## src/rtl/branch_ctrl.sv

```systemverilog
// branch_ctrl: resolves RV32I B-type branches, issues PC redirects, then flushes the pipeline.
module branch_ctrl #(
  parameter int XLEN = 32,
  parameter int FLUSH_CYCLES = 2,
  parameter int CNT_W = 16
) (
  input  logic            clk,
  input  logic            rst_n,
  input  logic            br_valid,
  output logic            br_ready,
  input  logic [6:0]      opcode,
  input  logic [2:0]      funct3,
  input  logic [XLEN-1:0] rdata1,
  input  logic [XLEN-1:0] rdata2,
  input  logic [XLEN-1:0] pc,
  input  logic [XLEN-1:0] imm,
  output logic            resolve_valid,
  output logic            br_taken,
  output logic            illegal,
  output logic            misalign,
  output logic            redirect_valid,
  output logic [XLEN-1:0] redirect_pc,
  input  logic            redirect_ack,
  output logic            flush,
  output logic            busy,
  output logic [CNT_W-1:0] taken_cnt
);
  localparam int FW = $clog2(FLUSH_CYCLES + 2);
  typedef enum logic [1:0] {IDLE, EVAL, REDIRECT, FLUSH} state_t;
  state_t state;
  logic [FW-1:0] fcnt;
  logic [XLEN-1:0] tgt_q;
  logic eq, lts, ltu, cond, ill, mis;
  logic [XLEN-1:0] target;
  // Conditions are evaluated from the live inputs so the result is registered at the accept edge.
  always_comb begin
    eq = rdata1 == rdata2;
    lts = $signed(rdata1) < $signed(rdata2);
    ltu = rdata1 < rdata2;
    ill = funct3[2:1] == 2'b01;
    cond = funct3[2] ? ((funct3[1] ? ltu : lts) ^ funct3[0]) : (eq ^ funct3[0]);
    target = pc + imm;
    mis = cond && !ill && target[1:0] != 2'b00;
  end
  always_ff @(posedge clk or negedge rst_n)
    if (!rst_n) begin
      state <= IDLE;
      br_ready <= 1'b1;
      resolve_valid <= 1'b0;
      br_taken <= 1'b0;
      illegal <= 1'b0;
      misalign <= 1'b0;
      redirect_valid <= 1'b0;
      redirect_pc <= '0;
      flush <= 1'b0;
      busy <= 1'b0;
      taken_cnt <= '0;
      fcnt <= '0;
      tgt_q <= '0;
    end else begin
      resolve_valid <= 1'b0;
      illegal <= 1'b0;
      misalign <= 1'b0;
      case (state)
        IDLE: if (br_valid && opcode == 7'b1100011) begin
          state <= EVAL;
          br_ready <= 1'b0;
          busy <= 1'b1;
          resolve_valid <= !ill;
          br_taken <= cond && !ill;
          illegal <= ill;
          misalign <= mis;
          tgt_q <= target;
        end
        EVAL: if (br_taken && !misalign) begin
          state <= REDIRECT;
          redirect_valid <= 1'b1;
          redirect_pc <= tgt_q;
        end else begin
          state <= IDLE;
          br_ready <= 1'b1;
          busy <= 1'b0;
        end
        REDIRECT: if (redirect_ack) begin
          redirect_valid <= 1'b0;
          taken_cnt <= &taken_cnt ? taken_cnt : taken_cnt + 1'b1;
          if (FLUSH_CYCLES > 0) begin
            state <= FLUSH;
            flush <= 1'b1;
            fcnt <= FW'(FLUSH_CYCLES);
          end else begin
            state <= IDLE;
            br_ready <= 1'b1;
            busy <= 1'b0;
          end
        end
        FLUSH: if (fcnt <= 1) begin
          state <= IDLE;
          flush <= 1'b0;
          br_ready <= 1'b1;
          busy <= 1'b0;
        end else fcnt <= fcnt - 1'b1;
      endcase
    end
endmodule
```

## config.mk

```make
export PLATFORM = sky130hd
export DESIGN_NAME = branch_ctrl
export DESIGN_NICKNAME = d
export VERILOG_FILES = /design/src/rtl/branch_ctrl.sv
export SDC_FILE = /design/constraint.sdc
export NUM_CORES = 1
export LEC_CHECK = 0
export CAP_MARGIN = 25
export CORE_MARGIN = 2
export CORE_UTILIZATION = 55
export DETAILED_ROUTE_END_ITERATION = 7
export DONT_BUFFER_PORTS = 1
export HOLD_SLACK_MARGIN = 0.12
export PLACE_DENSITY = 0.7
export SLEW_MARGIN = 20
export SYNTH_ARGS = -nofsm -noshare
export SYNTH_HDL_FRONTEND = slang
export SYNTH_SLANG_ARGS = --single-unit
```

## constraint.sdc

```tcl
create_clock -name clk -period 4.6 [get_ports clk]
set_clock_uncertainty 0.1 [all_clocks]
set_input_delay 0.69 -clock clk [delete_from_list [all_inputs] [get_ports clk]]
set_output_delay 0.69 -clock clk [all_outputs]
set_load 0.1 [all_outputs]
```

### Drive-strength map, run 1

Bar = 20 um.
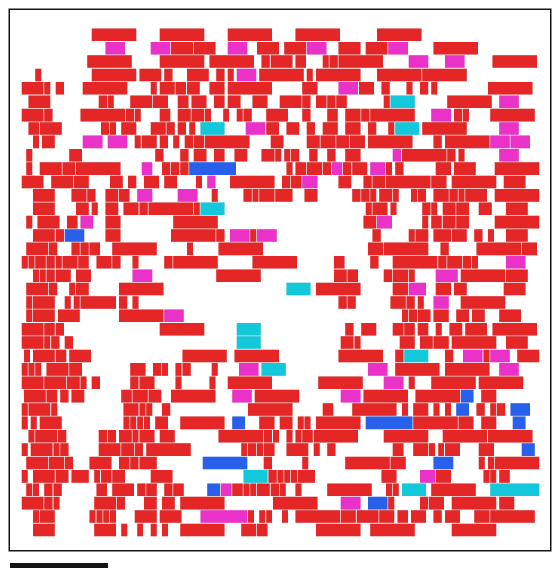
color	size	cells	share
magenta	drive 2	48	7.5%
blue	drive 3 to 4	13	2.0%
red	drive 1 or less	570	89%
cyan	drive 6 and up	12	1.9%
worst setup margin: 1810 ps
P&R area growth vs syn: 5.90%
Finished Cell Area: 0.00652 sq mm
Non-clock buffers: 7

### Cells colored by class, run 1

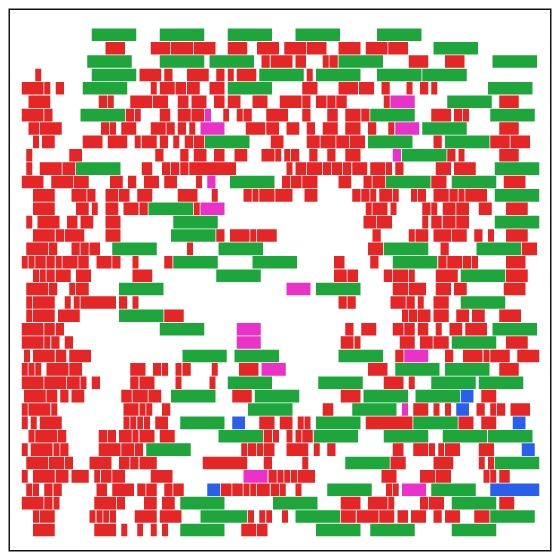
color	class	cells	share of their area
red	all other logic	529	60%
blue	other buffers and delay cells	7	1.1%
green	flip-flops	92	36%
magenta	clock drivers and dummy loads	15	2.7%
core region area: 0.0109 sq mm
fraction of area in registers: 35.4%
# rows: 38
Final Util: 59.8%

==> out/results.tsv, run 1 <==
metric	value	unit
yosysTopAreaCellShare	37.0	%
critPathMaxStageDelay	490	ps
mi_logic_area	0.00361	sq mm
synth-edff-count	0	
drv_slew	0	
finalHoldViolations	0	
dieArea	0.0120	sq mm
wl_met3	948	um
antenna_found_initial	0	
aoi_share	18.1	%
yosys_warnings	0	
yosysCellCount	638	
nWellTaps	140	
cts_max_level	3	
root_buffer	clkbuf_8	
status	complete, no violations	
hp-class	input pin to asynchronous set/reset pin	
clock.fmax	358	MHz
met2_length	6600	um
busiest_layer	met2	
num-multi-input-gates	481	
cts_resized	0	
post_drt_wl_per_cell	17.3	um
common_cells	dfrtp_1, nand2_1, ha_1, inv_1, o21ai_0	
worst_pin_slew	1000	ps
cp-startpoint	pc[0]	
largest_area_cell	dfrtp_1	
rr_startpoint	taken_cnt[0]	
final_cell_mix	dfrtp_1, nand2_1, ha_1	
syn_nets	846	
yosys_area	0.00615	sq mm
dpl-instance-area	0.00632	sq mm
grt_max_degree	93	
r2r_end	taken_cnt[14]	
### Clock distribution, run 1

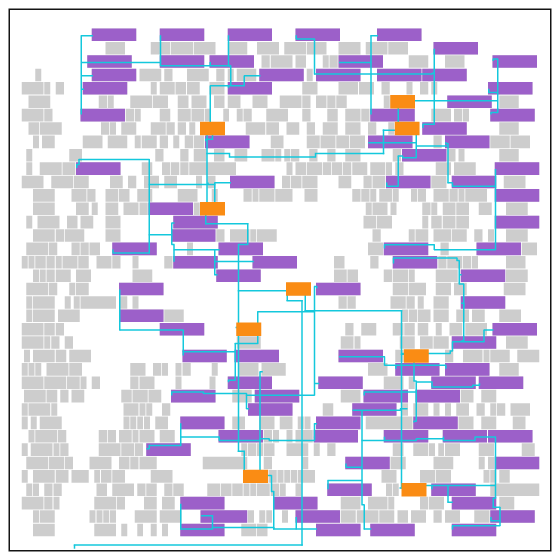
[purple] flip-flops | count: 92
[orange] cells driving clock nets | count: 9
[cyan] clock wires | length: 1220 um
routed clock nets	10
flops lie	spread over the die
Clock Latency Late Sink: 360 ps
clock network power share: 26.3%
P_clk: 0.000498 W

### The clock network, run 1

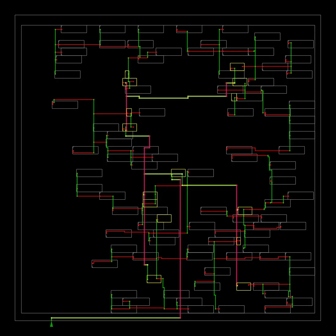
Clock Sinks: 92
clock buffer count: 13
CTS Buf Count: 9
Seq cells: 92

==> run 2, diff against run 1 <==
- PLACE_DENSITY: 0.7 -> 0.73
- clock period: 4.6 -> 2.44 ns (I/O delays scaled with it)
### Cells colored by class, run 2

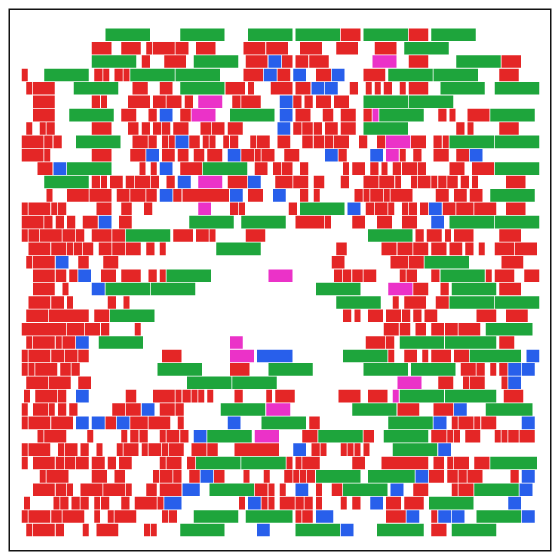
color	class	cells	share of their area
green	flip-flops	92	34%
blue	other buffers and delay cells	66	7.5%
red	all other logic	529	56%
magenta	clock drivers and dummy loads	16	2.7%
Finished Cell Area: 0.00701 sq mm
fraction of area in registers: 33.1%
Final Util: 64.4%

### The clock network, run 2

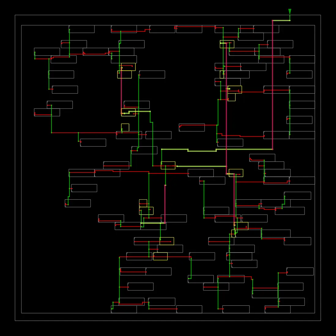
P_clk: 0.000966 W

==> run 2 against run 1 <==
Net effect:
- the flow now finishes with violations (negative hold slack)
- sequential share of layout area shrank 2.2 points
- clock power grew 94%
- first-iteration DRC count shrank 30%
- count of clock-buffer cells in the layout is the same
- combinational power grew 140%
- sequential power grew 77%
- via count grew 6.1%
- final cell count grew 7.7%
- wire length grew 7.2%
==> out/results.tsv, run 2 <==
metric	value	unit	change
power.internal	0.00245	W	
cap_violations	0		
nClkBuffers	13		unchanged
p_clk_share	26.2	%	about the same
drv_slew	0		unchanged
tns	0	ps	
yosys_area	0.00615	sq mm	unchanged
dpl-instance-area	0.00680	sq mm	+7.6%
status	finished with violations		
dieArea	0.0120	sq mm	unchanged
num-multi-input-gates	481		unchanged
common_cells	dfrtp_1, nand2_1, ha_1, inv_1, o21ai_0		
rsz0062_at_grt	no		
cpMostUsedCell	and4_4		
n_sequential_cell	92		unchanged
mi_logic_area	0.00364	sq mm	+0.62%
cts_max_level	3		unchanged
setup_ws	152	ps	-1660 ps
post_drt_wl_per_cell	17.2	um	-0.45%
cts_buffers	9		unchanged
clock.fmax	437	MHz	
final_cell_mix	dfrtp_1, nand2_1, ha_1		
area_growth_syn_to_layout	14.0	%	
yosys_warnings	0		unchanged
root_buffer	clkbuf_8		
syn_nets	846		unchanged
largest_area_cell	dfrtp_1		
p_seq	0.00179	W	
grt_max_degree	93		unchanged
cts_resized	0		unchanged
crit_path_top_delay_cell	dfrtp_4		
yosysCellCount	638		unchanged
nonClkBufAreaFrac	7.35	%	
rows	38		unchanged
worst_pin_slew	952	ps	-52.5 ps
nWellTaps	140		unchanged
finalHoldViolations	92		+92
violations	negative hold slack		
antenna_found_initial	0		unchanged
aoi_share	18.1	%	unchanged
core_area	0.0109	sq mm	unchanged
rr_startpoint	taken_cnt[6]		
clkSinkCount	92		unchanged
fin_hold_ws	-414	ps	
r2r_end	taken_cnt[13]		
wl_met3	899	um	-5.2%
met2_length	6980	um	+5.8%
worstSkewPairLatency	360	ps	about the same
hp-class	input pin to asynchronous set/reset pin		
synth-edff-count	0		unchanged
==> run 3, diff against run 2 <==
- GPL_TIMING_DRIVEN: not set -> 0
### Cells colored by class, run 3

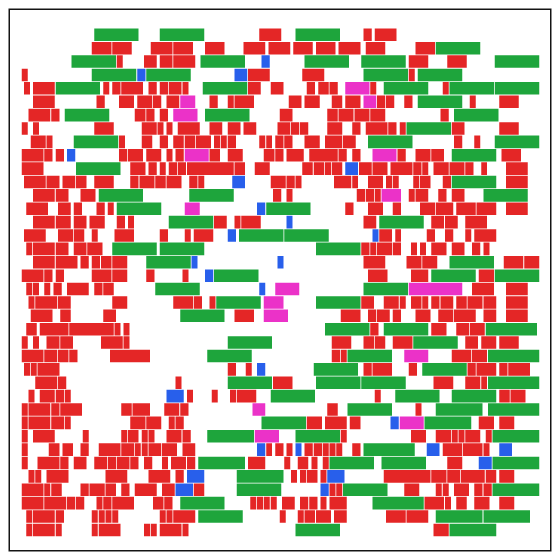
color	class	cells	share of their area
magenta	clock drivers and dummy loads	16	3.2%
green	flip-flops	92	36%
blue	other buffers and delay cells	26	2.4%
red	all other logic	529	59%
Final Util: 61.8%
fraction of area in registers: 34.7%
Finished Cell Area: 0.00673 sq mm

### Drive-strength map, run 3

Bar = 20 um.
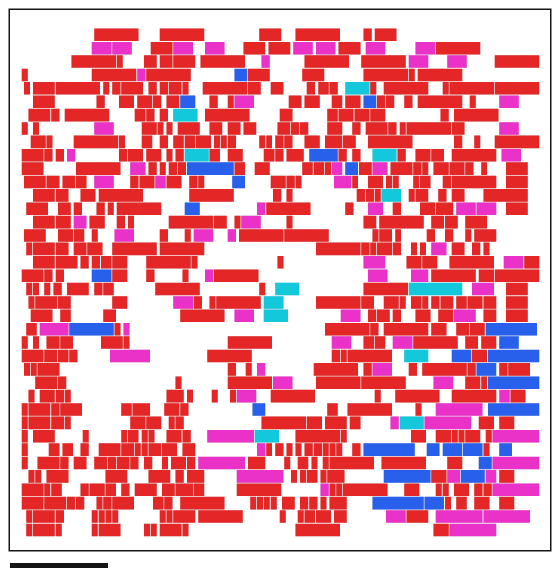
color	size	cells	share
cyan	drive 6 and up	12	1.8%
magenta	drive 2	72	11%
blue	drive 3 to 4	28	4.2%
red	drive 1 or less	551	83%
worst setup margin: 8.38 ps
Non-clock buffers: 26
P&R area growth vs syn: 9.42%

==> run 3 against run 2 <==
Net effect:
- the run still ends with negative hold slack left
- register-to-register slack lost 140 ps
- clock power rose by about 10%
- power increased by 0.91%
- hold slack got worse by 24 ps
- first-iteration DRC count is 37% higher
- die area unchanged
- worst setup slack got worse by 140 ps
==> out/results.tsv, run 3 <==
metric	value	unit	change
synth-edff-count	0		unchanged
fin_hold_ws	-438	ps	-23.6 ps
drv_slew	0		unchanged
yosys_area	0.00615	sq mm	unchanged
dieArea	0.0120	sq mm	unchanged
tns	0	ps	unchanged
core_area	0.0109	sq mm	unchanged
finalHoldViolations	92		unchanged
nonClkBufAreaFrac	2.34	%	-5.0 points
dpl-instance-area	0.00637	sq mm	-6.3%
cap_violations	0		unchanged
power.internal	0.00245	W	-0.14%
violations	negative hold slack		
cts_resized	12		+12
post_drt_wl_per_cell	18.0	um	+4.9%
r2r_end	taken_cnt[14]		
clkSinkCount	92		unchanged
mi_logic_area	0.00367	sq mm	+0.93%
final_cell_mix	dfrtp_1, nand2_1, ha_1		
nClkBuffers	9		-4
clock.fmax	411	MHz	-5.9%
n_sequential_cell	92		unchanged
yosysCellCount	638		unchanged
largest_area_cell	dfrtp_1		
status	finished with violations		
yosys_warnings	0		unchanged
common_cells	dfrtp_1, nand2_1, ha_1, inv_1, o21ai_0		
rows	38		unchanged
Power is estimated from default activity; no workload was simulated.
